Fig. 1: run 1, placed standard cells
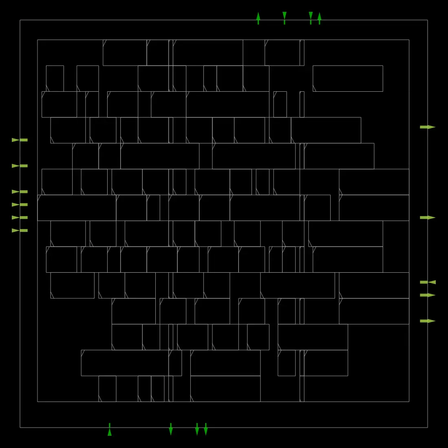
Fig. 2: run 1, selected gate families
(12 px per um)
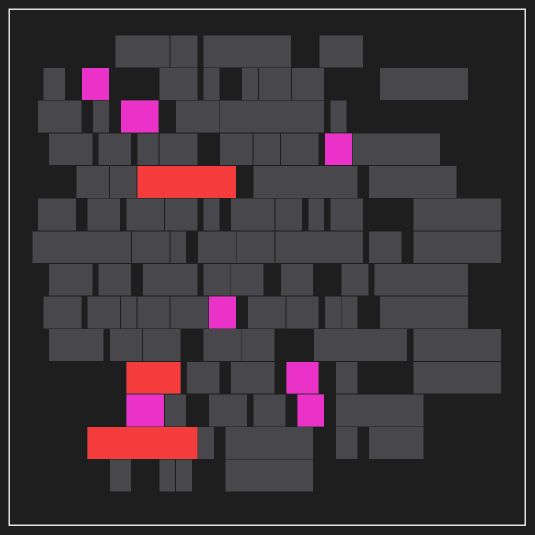
Fig. 3: run 1, port wiring
(6 px per um)
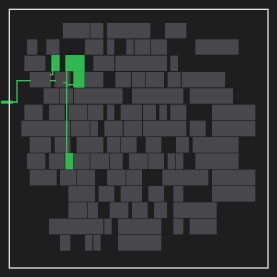
[config.mk]
export PLATFORM = sky130hd
export DESIGN_NAME = gray_counter
export DESIGN_NICKNAME = d
export VERILOG_FILES = /design/src/rtl/gray_counter.sv
export SDC_FILE = /design/constraint.sdc
export NUM_CORES = 1
export LEC_CHECK = 0
export CAP_MARGIN = 5
export CORE_MARGIN = 1.5
export CORE_UTILIZATION = 35
export CTS_CLUSTER_DIAMETER = 40
export DETAILED_ROUTE_END_ITERATION = 7
export PLACE_DENSITY = 0.67
export SYNTH_ARGS = -nofsm -noshare
export SYNTH_HDL_FRONTEND = slang
export SYNTH_SLANG_ARGS = --single-unit
[constraint.sdc]
create_clock -name clk -period 1.9 [get_ports clk]
set_clock_uncertainty 0.1 [all_clocks]
set_input_delay 0.57 -clock clk [delete_from_list [all_inputs] [get_ports clk]]
set_output_delay 0.57 -clock clk [all_outputs]
set_load 0.1 [all_outputs]
[src/rtl/gray_counter.sv]
// Registered Gray-code counter: up/down count, binary or Gray parallel load, wrap or saturate, terminal-count pulse.
// Latency: one clock from a load/en edge to the new bin_o, gray_o and tc_o, all of which come straight from flops.
// Backpressure: none; en is a plain enable and the counter never stalls whoever drives it.
module gray_counter #(
  parameter int               WIDTH    = 4,
  parameter bit               SATURATE = 1'b0,
  parameter logic [WIDTH-1:0] RST_VAL  = '0
) (
  input  logic             clk,
  input  logic             rst,
  input  logic             en,
  input  logic             up,
  input  logic             load,
  input  logic             load_is_gray,
  input  logic [WIDTH-1:0] load_val,
  output logic [WIDTH-1:0] bin_o,
  output logic [WIDTH-1:0] gray_o,
  output logic             tc_o
);

  // Gray image of the reset value, so gray_o is consistent with bin_o straight out of reset.
  localparam logic [WIDTH-1:0] RST_GRAY = RST_VAL ^ (RST_VAL >> 1);

  logic [WIDTH-1:0] r_bin;
  logic [WIDTH-1:0] r_gray;
  logic             r_tc;

  logic [WIDTH-1:0] w_load_bin_from_gray;
  logic [WIDTH-1:0] w_step;
  logic             w_at_end;
  logic [WIDTH-1:0] w_bin_nxt;
  logic [WIDTH-1:0] w_gray_nxt;
  logic             w_tc_nxt;

  // Gray-to-binary for the load path: bit i is the XOR of all Gray bits at or above i.
  always_comb begin
    w_load_bin_from_gray = '0;
    for (int i = 0; i < WIDTH; i++) begin
      w_load_bin_from_gray[i] = ^(load_val >> i);
    end
  end

  // Modulo step in the sampled direction, and whether that step crosses an end of the range.
  assign w_step   = up ? (r_bin + 1'b1) : (r_bin - 1'b1);
  assign w_at_end = up ? (r_bin == '1) : (r_bin == '0);

  // Next binary count and terminal-count flag; load beats en, and hold clears tc.
  always_comb begin
    w_bin_nxt = r_bin;
    w_tc_nxt  = 1'b0;
    if (load) begin
      w_bin_nxt = load_is_gray ? w_load_bin_from_gray : load_val;
    end else if (en) begin
      w_tc_nxt = w_at_end;
      // In saturate mode a blocked step holds the count but still flags tc.
      if (!(SATURATE && w_at_end)) begin
        w_bin_nxt = w_step;
      end
    end
  end

  // Gray is encoded from the next binary value so both registers load on the same edge.
  assign w_gray_nxt = w_bin_nxt ^ (w_bin_nxt >> 1);

  // State registers with synchronous reset taking priority over load and count.
  always_ff @(posedge clk) begin
    if (rst) begin
      r_bin  <= RST_VAL;
      r_gray <= RST_GRAY;
      r_tc   <= 1'b0;
    end else begin
      r_bin  <= w_bin_nxt;
      r_gray <= w_gray_nxt;
      r_tc   <= w_tc_nxt;
    end
  end

  assign bin_o  = r_bin;
  assign gray_o = r_gray;
  assign tc_o   = r_tc;

endmodule

==> flow_metrics.env, run 1 <==
# physical design summary
export IMPL_status="complete, no violations"
export IMPL_cap_violations=0
export IMPL_post_route_period_util_pct=97.37
export IMPL_grt_pass1_wl_um=2304
export IMPL_grt_max_degree=10
export IMPL_ctsResizeCount=12
export IMPL_chip_area_mm2=0.001839
export IMPL_wl_met3_um=37
export IMPL_viasPerCell=5.088
export IMPL_cts_tree="built"
export IMPL_place_area_um2=937.1
export IMPL_p_seq_share_pct=28.3
export IMPL_powerComb_uw=427
export IMPL_cts_max_path_buffers=2
export IMPL_hold_ws_ps=628.2
export IMPL_max_slew_margin_pct=82.76
export IMPL_dr_max_layer_used="met4"
export IMPL_postCtsSetupBuffers=0
export IMPL_portBuffers=18
export IMPL_grt_busiest_layer="met2"
export IMPL_ff_type="dfxtp_1"
export IMPL_yosysWarningCount=0
export IMPL_r2r_end="gray_o[0]"
export IMPL_crit_type="in -> reg"
export IMPL_slowest_delay_ps=340
export IMPL_power_per_cell_area_mw_per_mm2=777.9
export IMPL_syn_inst=65
export IMPL_setup_slack_ps=50.04
export IMPL_finalSetupViolations=0
export IMPL_p_seq_uw=221
export IMPL_logic_area_um2=407.9
export IMPL_lay_top_cells="buf_4, buf_12, nor2_1"
export IMPL_wl_met2_um=739
export IMPL_pg_clk_uw=134
export IMPL_ys_ff=8
export IMPL_place_hpwl_um=1140
-- Fig. 1 (at the start) --
non-filler cells, final: 113
core area: 0.001489 mm^2
n_taps: 16
Filler cells: 124
seq_cells: 8

-- Fig. 2 (at the start) --
- AND and OR gates: magenta (cells 7)
- adder and majority cells: red (cells 3)

-- Fig. 3 (at the start) --
- load_is_gray: green (direction input; edge left; end cells 4; buffers 2; wire 30.5 um)

run 1: cell usage after synthesis, types with 2 or more instances:
library cell,number
a21oi_1,3
xnor2_1,3
nand3_1,2
inv_1,4
and3_1,3
nor2b_1,5
dfxtp_1,8
ha_1,2
clkbuf_1,2
xor2_1,4
nor2_1,7
o21ai_0,2
run 1: final cells by class:
type / count / share of cell area (%)
Tap cell: 16 / 1.993
Clock buffer: 4 / 2.615
Inverter: 4 / 1.494
Timing Repair Buffer: 31 / 36.36
Multi-Input combinational cell: 50 / 40.60
Sequential cell: 8 / 16.94
run 1: cells by family (layout without fill, tap and decap cells):
logic type      after synthesis  in the layout  synth area share [%]
simple gates                 29             29                 31.46
buf+inv                       7             39                 5.393
xor+xnor                      8              8                 15.06
fa+ha+maj                     3              3                 8.089
flops                         8              8                 28.76
compound gates               10             10                 11.24
--- run 2 (diff from run 1) ---
- CORE_MARGIN: 1.5 -> 2
==> flow_metrics.env, run 2 <==
# physical design summary
export IMPL_status="complete, no violations"
export IMPL_place_hpwl_um=997.6
export IMPL_dr_max_layer_used="met4"
export IMPL_r2r_end="gray_o[0]"
export IMPL_grt_pass1_wl_um=2366
export IMPL_synth_xor_area_share_pct=15.06
export IMPL_adder_share_pct=8.090
export IMPL_aoi_share_pct=11.24
export IMPL_muxShareOfSynthArea_pct=0
export IMPL_ys_ff=8
export IMPL_final_cells=110
export IMPL_min_period_ps=1816
export IMPL_postCtsSetupBuffers=0
export IMPL_ff_type="dfxtp_1"
export IMPL_seq_share_pct=17.19
export IMPL_grt_busiest_layer="met2"
export IMPL_common_cells="dfxtp_1, nor2_1, nor2b_1"
export IMPL_buf_share_pct=34.26
export IMPL_ys_top_logic_family="simple AND/OR/NAND/NOR gates"
export IMPL_finalSetupViolations=0
export IMPL_clk_share_pct=2.655
export IMPL_crit_type="in -> reg"
export IMPL_cts_tree="built"
export IMPL_logic_area_um2=419.2
export IMPL_cap_violations=0
export IMPL_n_clock_buffer=4
export IMPL_top_cell="dfxtp_1"
export IMPL_ctsResizeCount=16
export IMPL_grt_max_degree=10
export IMPL_coreArea_mm2=0.001506
export IMPL_ff_count=8
export IMPL_viasPerCell=4.845
export IMPL_place_area_um2=922.1
export IMPL_comb_share_pct=42.35
export IMPL_wl_met3_um=55
export IMPL_yosysWarningCount=0
export IMPL_power_per_cell_area_mw_per_mm2=790.0
export IMPL_die_h_um=43.89
export IMPL_fillerInstances=129
export IMPL_chip_area_mm2=0.001926
export IMPL_max_slew_margin_pct=82.80
export IMPL_ys_sh_simple_pct=31.46
export IMPL_inverters_excl_clock=4
export IMPL_slowest_delay_ps=470
export IMPL_hold_ws_ps=588.4
export IMPL_lay_top_cells="buf_12, buf_4, nor2_1"
export IMPL_dominant_cells="logic gates"
export IMPL_wl_met2_um=651
export IMPL_nWellTaps=16
run 2: netlist changes by cell type in the layout (fill, tap and decap cells not counted), sizes merged:
cell	delta
dlymetal6s2s	-1
buf	-3
clkbuf	+1
run 2: report_power, final:
group	internal, mW	total (mW)	switching [mW]
registers	0.190	0.221	0.0306
logic	0.178	0.422	0.243
clock network	0.0804	0.140	0.0593
total	0.449	0.782	0.333
run 2: logic make-up (layout without fill, tap and decap cells):
| group | Yosys count | in the layout |
|---|---|---|
| fa+ha+maj | 3 | 3 |
| flops | 8 | 8 |
| buf+inv | 7 | 36 |
| simple gates | 29 | 29 |
| xor+xnor | 8 | 8 |
| compound gates | 10 | 10 |
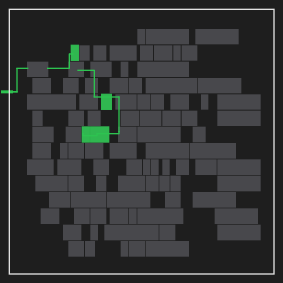
Fig. 4. Port wiring (run 2).
(6 px per um)
- load_is_gray: green (direction input; edge left; end cells 4; buffers 2; wire 37.2 um)
port buffer count: 18
num ports: 19

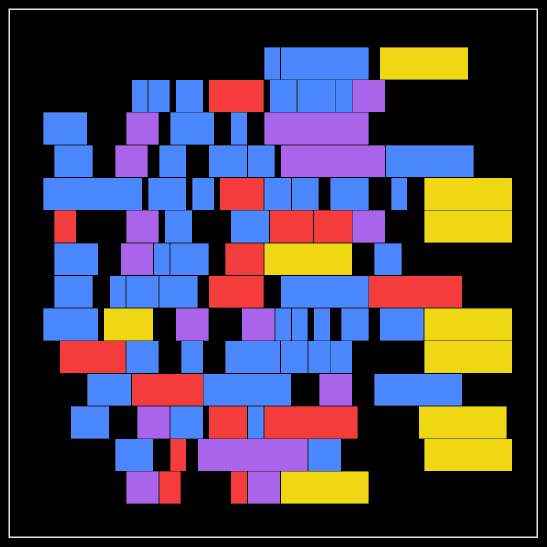
Fig. 5. Drive-strength map (run 2).
(12 px per um)
- drive 2: red (cells 15; share 16%)
- drive 3 to 4: purple (cells 15; share 16%; most used buf_4)
- drive 1 or less: blue (cells 54; share 57%; most used nor2_1)
- drive 6 and up: yellow (cells 10; share 11%; most used buf_12)
bufs w/o clock: 28
area grow syn2layout: 77.75%
final instance area: 989.7 um^2
final setup margin: 84.13 ps

--- run 3 (diff from run 2) ---
- CTS_CLUSTER_DIAMETER: 40 -> not set
==> flow_metrics.env, run 3 <==
# physical design summary
export IMPL_yosysWarningCount=0
export IMPL_max_slew_margin_pct=82.80
export IMPL_lay_top_cells="buf_12, buf_4, nor2_1"
export IMPL_finalHoldViolations=0
export IMPL_io_pins=19
export IMPL_ctsResizeCount=16
export IMPL_synth_cell_type_count=32
export IMPL_fillerInstances=129
export IMPL_clkTransAtPathRegs_ps=60
export IMPL_p_seq_share_pct=28.2
export IMPL_cts_tree="built"
export IMPL_common_cells="dfxtp_1, nor2_1, nor2b_1"
export IMPL_stdcell_area_um2=989.7
export IMPL_cap_violations=0
export IMPL_largest_register_ffs=4
export IMPL_firstDrtPassIters=4
export IMPL_syn_nets=78
export IMPL_status="complete, no violations"
export IMPL_top_area_share_pct=28.76
export IMPL_power_frac_comb_pct=53.9
export IMPL_finalSetupViolations=0
export IMPL_clkPwrFrac_pct=17.9
export IMPL_p_leak_nw=0.4311
export IMPL_slowest_delay_ps=470
export IMPL_crit_type="in -> reg"
export IMPL_grt_busiest_layer="met2"
export IMPL_coreArea_mm2=0.001506
export IMPL_hold_ws_ps=588.4
export IMPL_min_period_ps=1816
export IMPL_tightest_slew_ps=254.5
export IMPL_r2r_end="gray_o[0]"
export IMPL_synth_cells_yosys=65
export IMPL_cts_max_path_buffers=2
export IMPL_postCtsSetupBuffers=0
export IMPL_top_cell="dfxtp_1"
export IMPL_rrSetupSlack_ps=120
export IMPL_grt_pass1_wl_um=2366
export IMPL_p_int_uw=448.8
export IMPL_setup_slack_ps=84.13
export IMPL_viasPerCell=4.845
export IMPL_area_growth_pct=77.75
export IMPL_start_kind="primary input"
export IMPL_post_route_period_util_pct=95.57
export IMPL_ff_type="dfxtp_1"
export IMPL_cp_max_fo=2
export IMPL_ys_ff=8
export IMPL_vdd_drop_max_v=0.0003248
export IMPL_chip_area_mm2=0.001926
export IMPL_place_area_um2=922.1
export IMPL_logic_area_um2=419.2
export IMPL_switching_power_uw=333.1
export IMPL_powerComb_uw=422
export IMPL_power_per_cell_area_mw_per_mm2=790.0
export IMPL_portBuffers=18
export IMPL_swShare_pct=42.61
export IMPL_syn_inst=65
export IMPL_power_leader="combinational logic"
export IMPL_yosys_area_top_type="dfxtp_1"
export IMPL_place_hpwl_um=997.6
export IMPL_pg_clk_uw=140
export IMPL_grt_max_degree=10
export IMPL_overflow=0
export IMPL_p_seq_uw=221
export IMPL_placedCellCount=106
[run 3: cell counts after synthesis]
Identical to the previous run, type by type.
[run 3: per-layer routing]
layer	vias up	part of all wire, %
met3	2	4.2
met5	-	0
met2	17	50
met1	229	45
li1	285	-
met4	0	0.92
[run 3: kinds of logic after synthesis]
group / Yosys count / synth area share, %
AND/OR/NAND/NOR: 29 / 31.46
flip-flops: 8 / 28.76
adder cells (fa/ha/maj): 3 / 8.089
AND-OR/OR-AND: 10 / 11.24
buffers and inverters: 7 / 5.393
XOR/XNOR: 8 / 15.06
[run 3: area by class of cell]
| class | count | area share, % |
|---|---|---|
| multi-input cells | 50 | 42.35 |
| inverters | 4 | 1.517 |
| well taps | 16 | 2.023 |
| repair buffers | 28 | 34.26 |
| flip-flops and latches | 8 | 17.19 |
| clock buffers | 4 | 2.655 |
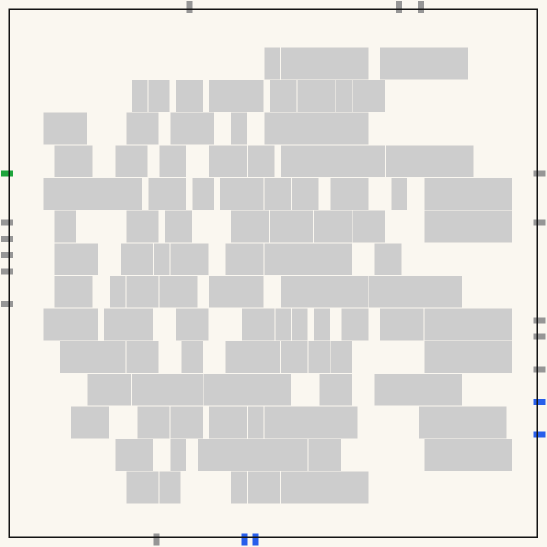
Fig. 6. Pin map (run 3).
(12 px per um) Pins as bars across the die edge, other pins in gray.
- bin_o: blue (pins 4; direction output; edge 2 bottom, 2 right)
- load_is_gray: green (pins 1; direction input; edge left)
- all pins by edge: 7 right, 6 left, 3 bottom, 3 top
Die W: 43.89 um
die height: 43.89 um

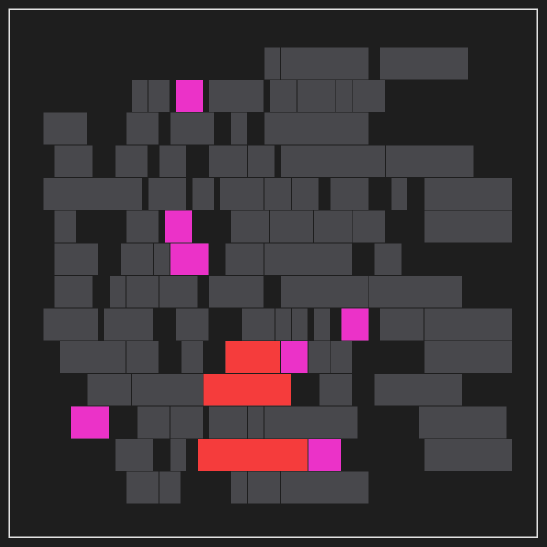
Fig. 7. Selected gate families (run 3).
(12 px per um)
- AND and OR gates: magenta (cells 7)
- adder and majority cells: red (cells 3)
multi-input combinational area share: 42.35%
non-filler cells, final: 110

